[config.mk]
export PLATFORM = sky130hd
export DESIGN_NAME = pipe_hazard_ctrl_flat
export DESIGN_NICKNAME = d
export VERILOG_FILES = /design/src/rtl/pipe_hazard_ctrl_pkg.sv /design/src/rtl/pipe_hazard_ctrl_if.sv /design/src/rtl/pipe_hazard_ctrl_fwd_match.sv /design/src/rtl/pipe_hazard_ctrl.sv /design/src/flat_wrapper.sv
export SDC_FILE = /design/constraint.sdc
export NUM_CORES = 1
export LEC_CHECK = 0
export CAP_MARGIN = 15
export CORE_ASPECT_RATIO = 0.75
export CORE_MARGIN = 5
export CORE_UTILIZATION = 41
export DETAILED_ROUTE_END_ITERATION = 6
export PLACE_DENSITY = 0.8
export REMOVE_ABC_BUFFERS = 1
export SYNTH_ARGS = -nofsm -noshare
export SYNTH_HDL_FRONTEND = slang
export SYNTH_SLANG_ARGS = --single-unit
[constraint.sdc]
create_clock -name clk -period 2 [get_ports clk]
set_input_delay 0.4 -clock clk [delete_from_list [all_inputs] [get_ports clk]]
set_output_delay 0.4 -clock clk [all_outputs]
set_load 0.05 [all_outputs]
[src/rtl/pipe_hazard_ctrl_pkg.sv]
// Shared types and constants for the pipeline hazard controller.
// Package pipe_pkg: register address width, scoreboard entry layout,
// forwarding-select encoding and stage indices.
package pipe_pkg;

  localparam int RA_W = 5;

  // One in-flight instruction as seen by the hazard logic.
  typedef struct packed {
    logic            v;
    logic            wreg;
    logic [RA_W-1:0] wn;
    logic            is_load;
  } sb_entry_t;

  // Forwarding select 0 means "take the register file value".
  localparam int SEL_RF = 0;

  // Stage indices downstream of ID.
  localparam int STG_EX  = 1;
  localparam int STG_MEM = 2;
  localparam int STG_WB  = 3;

endpackage

[src/rtl/pipe_hazard_ctrl_if.sv]
// ID-stage <-> hazard controller signal bundle.
// master: ID stage (drives instruction info, consumes control).
// slave : hazard controller.
interface pipe_hazard_ctrl_if #(
  parameter int FWD_STAGES = 3
);
  import pipe_pkg::*;
  localparam int SEL_W = $clog2(FWD_STAGES + 1);

  logic             id_valid;
  logic [RA_W-1:0]  id_rs;
  logic [RA_W-1:0]  id_rt;
  logic             id_rs_used;
  logic             id_rt_used;
  logic             id_wreg;
  logic [RA_W-1:0]  id_wn;
  logic             id_is_load;
  logic             br_taken;
  logic [SEL_W-1:0] fwd_a_sel;
  logic [SEL_W-1:0] fwd_b_sel;
  logic             stall;
  logic             wpc;
  logic             wir;
  logic             flush;
  logic             id_kill;

  modport master (
    output id_valid, id_rs, id_rt, id_rs_used, id_rt_used,
           id_wreg, id_wn, id_is_load, br_taken,
    input  fwd_a_sel, fwd_b_sel, stall, wpc, wir, flush, id_kill
  );

  modport slave (
    input  id_valid, id_rs, id_rt, id_rs_used, id_rt_used,
           id_wreg, id_wn, id_is_load, br_taken,
    output fwd_a_sel, fwd_b_sel, stall, wpc, wir, flush, id_kill
  );

endinterface

[src/rtl/pipe_hazard_ctrl_fwd_match.sv]
// Priority match of one ID source operand against every scoreboard entry.
// Returns the youngest matching stage (0 = register file) and whether that
// producer is a load. Register 0 never matches.
module pipe_fwd_match
  import pipe_pkg::*;
#(
  parameter int FWD_STAGES = 3,
  parameter int SEL_W      = $clog2(FWD_STAGES + 1)
) (
  input  logic             id_valid,
  input  logic             src_used,
  input  logic [RA_W-1:0]  src,
  input  sb_entry_t        sb [1:FWD_STAGES],
  output logic [SEL_W-1:0] sel,
  output logic             is_load
);

  logic [FWD_STAGES:1] hit;

  for (genvar gi = 1; gi <= FWD_STAGES; gi++) begin : g_hit
    assign hit[gi] = id_valid & src_used & sb[gi].v & sb[gi].wreg &
                     (sb[gi].wn != '0) & (sb[gi].wn == src);
  end

  // Scan oldest to youngest so the youngest hit is the last one written.
  always_comb begin
    sel     = SEL_W'(SEL_RF);
    is_load = 1'b0;
    for (int k = FWD_STAGES; k >= 1; k--) begin
      if (hit[k]) begin
        sel     = SEL_W'(k);
        is_load = sb[k].is_load;
      end
    end
  end

endmodule

[src/rtl/pipe_hazard_ctrl.sv]
// Parametrised pipeline hazard controller: scoreboard of in-flight
// destinations, per-operand forwarding selects, load-use stall and
// branch squash of younger stages.
// Optional build macro PIPE_HAZARD_PERF_EN adds stall/flush cycle counters.
module pipe_hazard_ctrl
  import pipe_pkg::*;
#(
  parameter int FWD_STAGES = 3,
  parameter int LOAD_STAGE = 2,
  parameter int BR_STAGE   = 2,
  parameter int SEL_W      = $clog2(FWD_STAGES + 1)
) (
  input  logic               clk,
  input  logic               clrn,
  pipe_hazard_ctrl_if.slave  hz
`ifdef PIPE_HAZARD_PERF_EN
  ,
  output logic [31:0]        stall_cnt,
  output logic [31:0]        flush_cnt
`endif
);

  localparam logic [SEL_W-1:0] LOAD_SEL = SEL_W'(LOAD_STAGE);

  sb_entry_t        sb_reg  [1:FWD_STAGES];
  sb_entry_t        sb_next [1:FWD_STAGES];
  logic [SEL_W-1:0] a_sel;
  logic [SEL_W-1:0] b_sel;
  logic             a_load;
  logic             b_load;
  logic             stall;
  logic             id_kill;

  pipe_fwd_match #(.FWD_STAGES(FWD_STAGES), .SEL_W(SEL_W)) u_match_a (
    .id_valid (hz.id_valid),
    .src_used (hz.id_rs_used),
    .src      (hz.id_rs),
    .sb       (sb_reg),
    .sel      (a_sel),
    .is_load  (a_load)
  );

  pipe_fwd_match #(.FWD_STAGES(FWD_STAGES), .SEL_W(SEL_W)) u_match_b (
    .id_valid (hz.id_valid),
    .src_used (hz.id_rt_used),
    .src      (hz.id_rt),
    .sb       (sb_reg),
    .sel      (b_sel),
    .is_load  (b_load)
  );

  // A load whose data is not yet forwardable stalls ID; a taken branch
  // overrides because the ID instruction is being squashed anyway.
  assign stall = hz.id_valid & ~hz.br_taken &
                 ((a_load & (a_sel < LOAD_SEL)) | (b_load & (b_sel < LOAD_SEL)));
  assign id_kill = stall | hz.br_taken;

  assign hz.fwd_a_sel = a_sel;
  assign hz.fwd_b_sel = b_sel;
  assign hz.stall     = stall;
  assign hz.wpc       = ~stall;
  assign hz.wir       = ~stall;
  assign hz.flush     = hz.br_taken;
  assign hz.id_kill   = id_kill;

  // Next scoreboard: ID enters stage 1 unless killed; stages younger than
  // the resolving branch become bubbles when it is taken.
  always_comb begin
    if (id_kill) begin
      sb_next[STG_EX] = '0;
    end else begin
      sb_next[STG_EX] = {hz.id_valid, hz.id_wreg, hz.id_wn, hz.id_is_load};
    end
    for (int k = 2; k <= FWD_STAGES; k++) begin
      if (hz.br_taken && ((k - 1) < BR_STAGE)) begin
        sb_next[k] = '0;
      end else begin
        sb_next[k] = sb_reg[k - 1];
      end
    end
  end

  // Scoreboard register; reset clears every entry immediately.
  always_ff @(posedge clk or negedge clrn) begin
    if (!clrn) begin
      for (int k = 1; k <= FWD_STAGES; k++) begin
        sb_reg[k] <= '0;
      end
    end else begin
      for (int k = 1; k <= FWD_STAGES; k++) begin
        sb_reg[k] <= sb_next[k];
      end
    end
  end

`ifdef PIPE_HAZARD_PERF_EN
  // Free-running wrap-around counts of stall and flush cycles.
  always_ff @(posedge clk or negedge clrn) begin
    if (!clrn) begin
      stall_cnt <= '0;
      flush_cnt <= '0;
    end else begin
      if (stall)       stall_cnt <= stall_cnt + 32'd1;
      if (hz.br_taken) flush_cnt <= flush_cnt + 32'd1;
    end
  end
`endif

endmodule

[src/flat_wrapper.sv]
// flat-port wrapper written by rule: the top's interface ports become plain ports
module pipe_hazard_ctrl_flat import pipe_pkg::*;
#(
  parameter int FWD_STAGES = 3,
  parameter int LOAD_STAGE = 2,
  parameter int BR_STAGE   = 2,
  parameter int SEL_W      = $clog2(FWD_STAGES + 1)
)
  (clk, clrn, hz_id_valid, hz_id_rs, hz_id_rt, hz_id_rs_used, hz_id_rt_used, hz_id_wreg, hz_id_wn, hz_id_is_load, hz_br_taken, hz_fwd_a_sel, hz_fwd_b_sel, hz_stall, hz_wpc, hz_wir, hz_flush, hz_id_kill);
  pipe_hazard_ctrl_if #(.FWD_STAGES(FWD_STAGES)) hz_i ();
  input  logic clk;
  input  logic clrn;
  input wire logic [$bits(hz_i.id_valid)-1:0] hz_id_valid;
  input wire logic [$bits(hz_i.id_rs)-1:0] hz_id_rs;
  input wire logic [$bits(hz_i.id_rt)-1:0] hz_id_rt;
  input wire logic [$bits(hz_i.id_rs_used)-1:0] hz_id_rs_used;
  input wire logic [$bits(hz_i.id_rt_used)-1:0] hz_id_rt_used;
  input wire logic [$bits(hz_i.id_wreg)-1:0] hz_id_wreg;
  input wire logic [$bits(hz_i.id_wn)-1:0] hz_id_wn;
  input wire logic [$bits(hz_i.id_is_load)-1:0] hz_id_is_load;
  input wire logic [$bits(hz_i.br_taken)-1:0] hz_br_taken;
  output wire logic [$bits(hz_i.fwd_a_sel)-1:0] hz_fwd_a_sel;
  output wire logic [$bits(hz_i.fwd_b_sel)-1:0] hz_fwd_b_sel;
  output wire logic [$bits(hz_i.stall)-1:0] hz_stall;
  output wire logic [$bits(hz_i.wpc)-1:0] hz_wpc;
  output wire logic [$bits(hz_i.wir)-1:0] hz_wir;
  output wire logic [$bits(hz_i.flush)-1:0] hz_flush;
  output wire logic [$bits(hz_i.id_kill)-1:0] hz_id_kill;
  assign hz_i.id_valid = hz_id_valid;
  assign hz_i.id_rs = hz_id_rs;
  assign hz_i.id_rt = hz_id_rt;
  assign hz_i.id_rs_used = hz_id_rs_used;
  assign hz_i.id_rt_used = hz_id_rt_used;
  assign hz_i.id_wreg = hz_id_wreg;
  assign hz_i.id_wn = hz_id_wn;
  assign hz_i.id_is_load = hz_id_is_load;
  assign hz_i.br_taken = hz_br_taken;
  assign hz_fwd_a_sel = hz_i.fwd_a_sel;
  assign hz_fwd_b_sel = hz_i.fwd_b_sel;
  assign hz_stall = hz_i.stall;
  assign hz_wpc = hz_i.wpc;
  assign hz_wir = hz_i.wir;
  assign hz_flush = hz_i.flush;
  assign hz_id_kill = hz_i.id_kill;
  pipe_hazard_ctrl #(.FWD_STAGES(FWD_STAGES), .LOAD_STAGE(LOAD_STAGE), .BR_STAGE(BR_STAGE), .SEL_W(SEL_W)) u_core (.clk(clk), .clrn(clrn), .hz(hz_i));
endmodule
==> run_1/logic_types.png <==
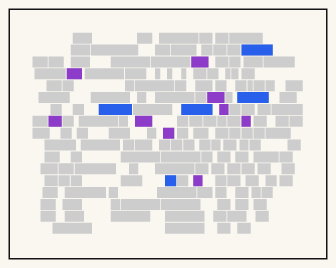
AND and OR gates -> purple  # cells 9
inverting AOI/OAI gates -> blue  # cells 5

==> run_1/layer_met3.png <==
Scale bar: 20 um. Cells faint in the background.
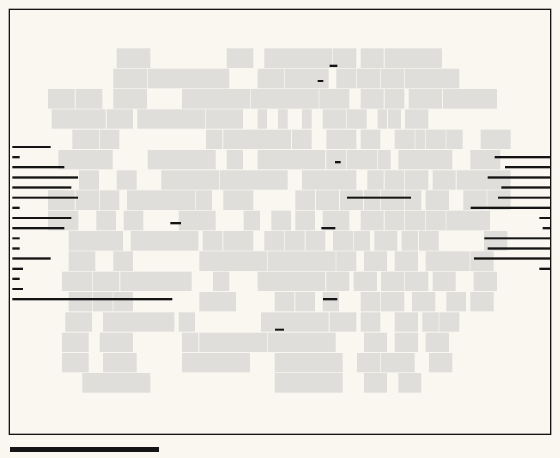
share of all routed wire = 5.0%
longest straight run = 21.2 um
wire length on this layer = 170 um
nets with wire on the layer = 32

==> run summary, run 1 <==
fresh numbers from the pnr run: most common cell in the synthesized netlist=dfrtp_1, FA/HA/MAJ Cells, Area Fraction=0%, fin nets=192, type of origin of the critical path=flip-flop, Final setup viols=8, Gate Count Post-Synth=105, Max VDD drop=416 uV, GRT overflow=0, clock root cell=clkbuf_8, Post-CTS Repair Setup Buffers=5, WP buf/inv=1, Post-synth top cells=dfrtp_1 (22), xnor2_1 (16), xor2_1 (14), GP Congestion=0.859, Finished Layout Cells=206, Top Usage Layer GRT=met2, R2R Path End=u_core.sb_reg[23], die extent in y=56.8 um, num tapcells=38, worst r2r src=u_core.sb_reg[18], Hold Fails Final Rpt=0, YS chip area=0.00120 mm^2, min cycle time layout=2580 ps, Comb power frac=19.9%, crit path kind=reg -> out, inverter count=1, Total Wirelength=3380 um, CTS Buf Count=3, Detailed Place HPWL=2700 um, clock network power=401 uW, Comb group=220 uW, IO buf count=31, Data arrival, critical path=2180 ps, Avg Inst Size Synth=11.4 um^2, failing checks=negative setup slack, pwr dens=551 mW/mm^2, yosys cell count=105, ant diodes=0, register area=553 um^2, clk tree area frac=3.56%, Seq area share=27.6%, Yosys reg bits=22, top cells by area=dfrtp_1 (46%), xnor2_1 (12%), xor2_1 (10%), logic area=719 um^2, design area=0.00200 mm^2, final clock skew=7.96 ps, M2 GR Usage=32.0%, Sw Share=22.5%, Fillers=228, DP Area=0.00179 mm^2, Synth Seq Share=46.0%, remaining antenna violation count after routing=0, max_slew headroom=69.5%, Crit. End Element=output port, Hold Path Class=reg -> reg, worst hold start=u_core.sb_next[6], hold path cells=0, crit-path cells=xnor2_1, nand4_1, or3_4, a211oi_4, and3b_2, buf_12, drt wl/cell=16.4 um, Late-Pin Clk Latency=260 ps, most frequent cells in the layout=buf_4 (31), dfrtp_1 (20), xor2_1 (14), xnor2_1 (13), clkdlybuf4s50_1 (12), DR top layer=met4, Die X=72.4 um, core area=0.00287 mm^2, prevailing post-synth register cell=dfrtp_1, Setup WS post-layout=-578 ps, initial antenna violation count=0, # placed instances=199, status=complete, but fails checks, Initial DRC Count=31, post-synthesis mux area share=0%, post-CTS sizing=30, crit path capture=hz_stall, Cell Area, Synth=0.00120 mm^2
==> run_1/layer_met2.png <==
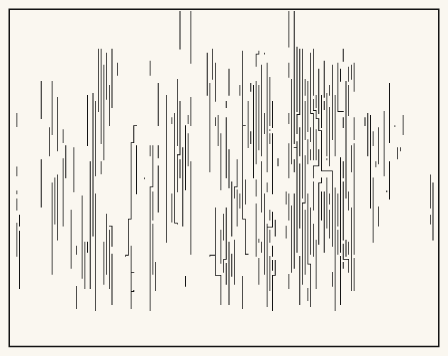
nets with wire on the layer = 178
share of all routed wire = 52%
main direction = vertical
longest straight run = 28.4 um

==> run_1/layer_met1.png <==
Scale bar: 20 um. Supply wires on this layer in gray.
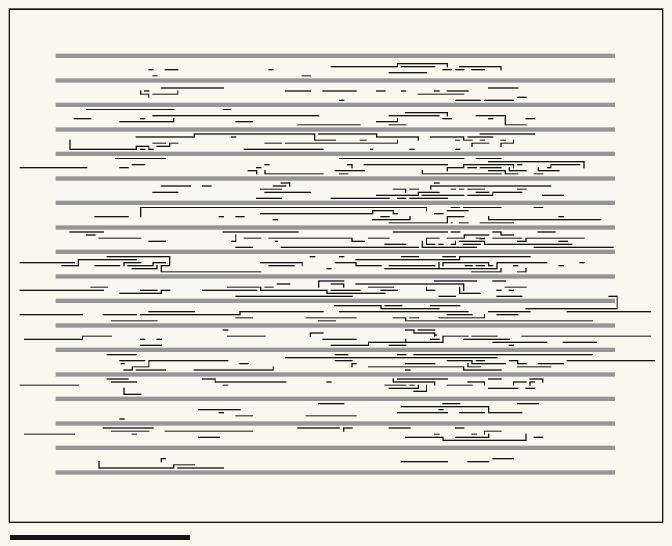
longest straight run = 31.7 um
share of all routed wire = 41%
main direction = horizontal
nets with wire on the layer = 170
wire length on this layer = 1390 um

--- run 2 (diff from run 1) ---
- PLACE_DENSITY: 0.8 -> 0.77
- SKIP_CTS_REPAIR_TIMING: not set -> 1
- clock period: 2 -> 2.9 ns (I/O delays scaled with it)
==> run_2/layer_met2.png <==
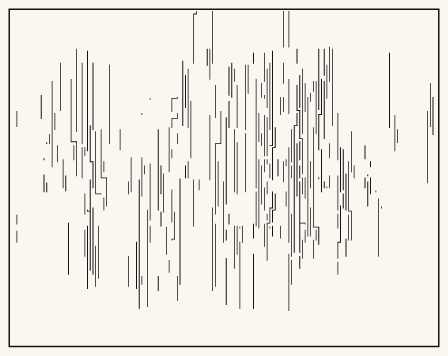
share of all routed wire = 45%
wire length on this layer = 1340 um
longest straight run = 23.5 um
main direction = vertical

==> run_2/layer_met1.png <==
Scale bar: 20 um. Supply wires on this layer in gray.
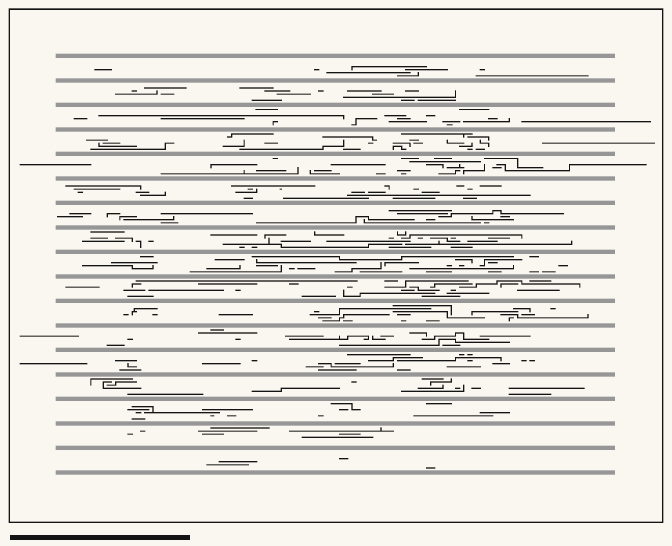
nets with wire on the layer = 148
wire length on this layer = 1250 um
share of all routed wire = 42%

==> run summary, run 2 <==
fresh numbers from the pnr run: Cell Area, Synth=0.00120 mm^2, GP Congestion=0.951, Comb power frac=19.9%, pwr dens=359 mW/mm^2, fin nets=177, Setup WS post-layout=104 ps, prevailing post-synth register cell=dfrtp_1, num tapcells=38, Data arrival, critical path=2220 ps, YS chip area=0.00120 mm^2, design area=0.00179 mm^2, logic area=638 um^2, Finished Layout Cells=190, crit path capture=hz_stall, Crit. End Element=output port, Post-synth top cells=dfrtp_1 (22), xnor2_1 (16), xor2_1 (14), DP Area=0.00169 mm^2, yosys cell count=105, max_slew headroom=72.8%, Max VDD drop=316 uV, inverter count=1, CTS Buf Count=3, IO buf count=31, Gate Count Post-Synth=105, crit path kind=in -> out, worst hold start=u_core.sb_next[6], register area=551 um^2, Late-Pin Clk Latency=260 ps, initial antenna violation count=0, top cells by area=dfrtp_1 (46%), xnor2_1 (12%), xor2_1 (10%), core area=0.00287 mm^2, Top Usage Layer GRT=met2, type of origin of the critical path=primary input, post-synthesis mux area share=0%, Seq area share=30.7%, clock root cell=clkbuf_8, hold path cells=0, status=completed, Comb group=128 uW
Power and IR drop assume default switching activity.
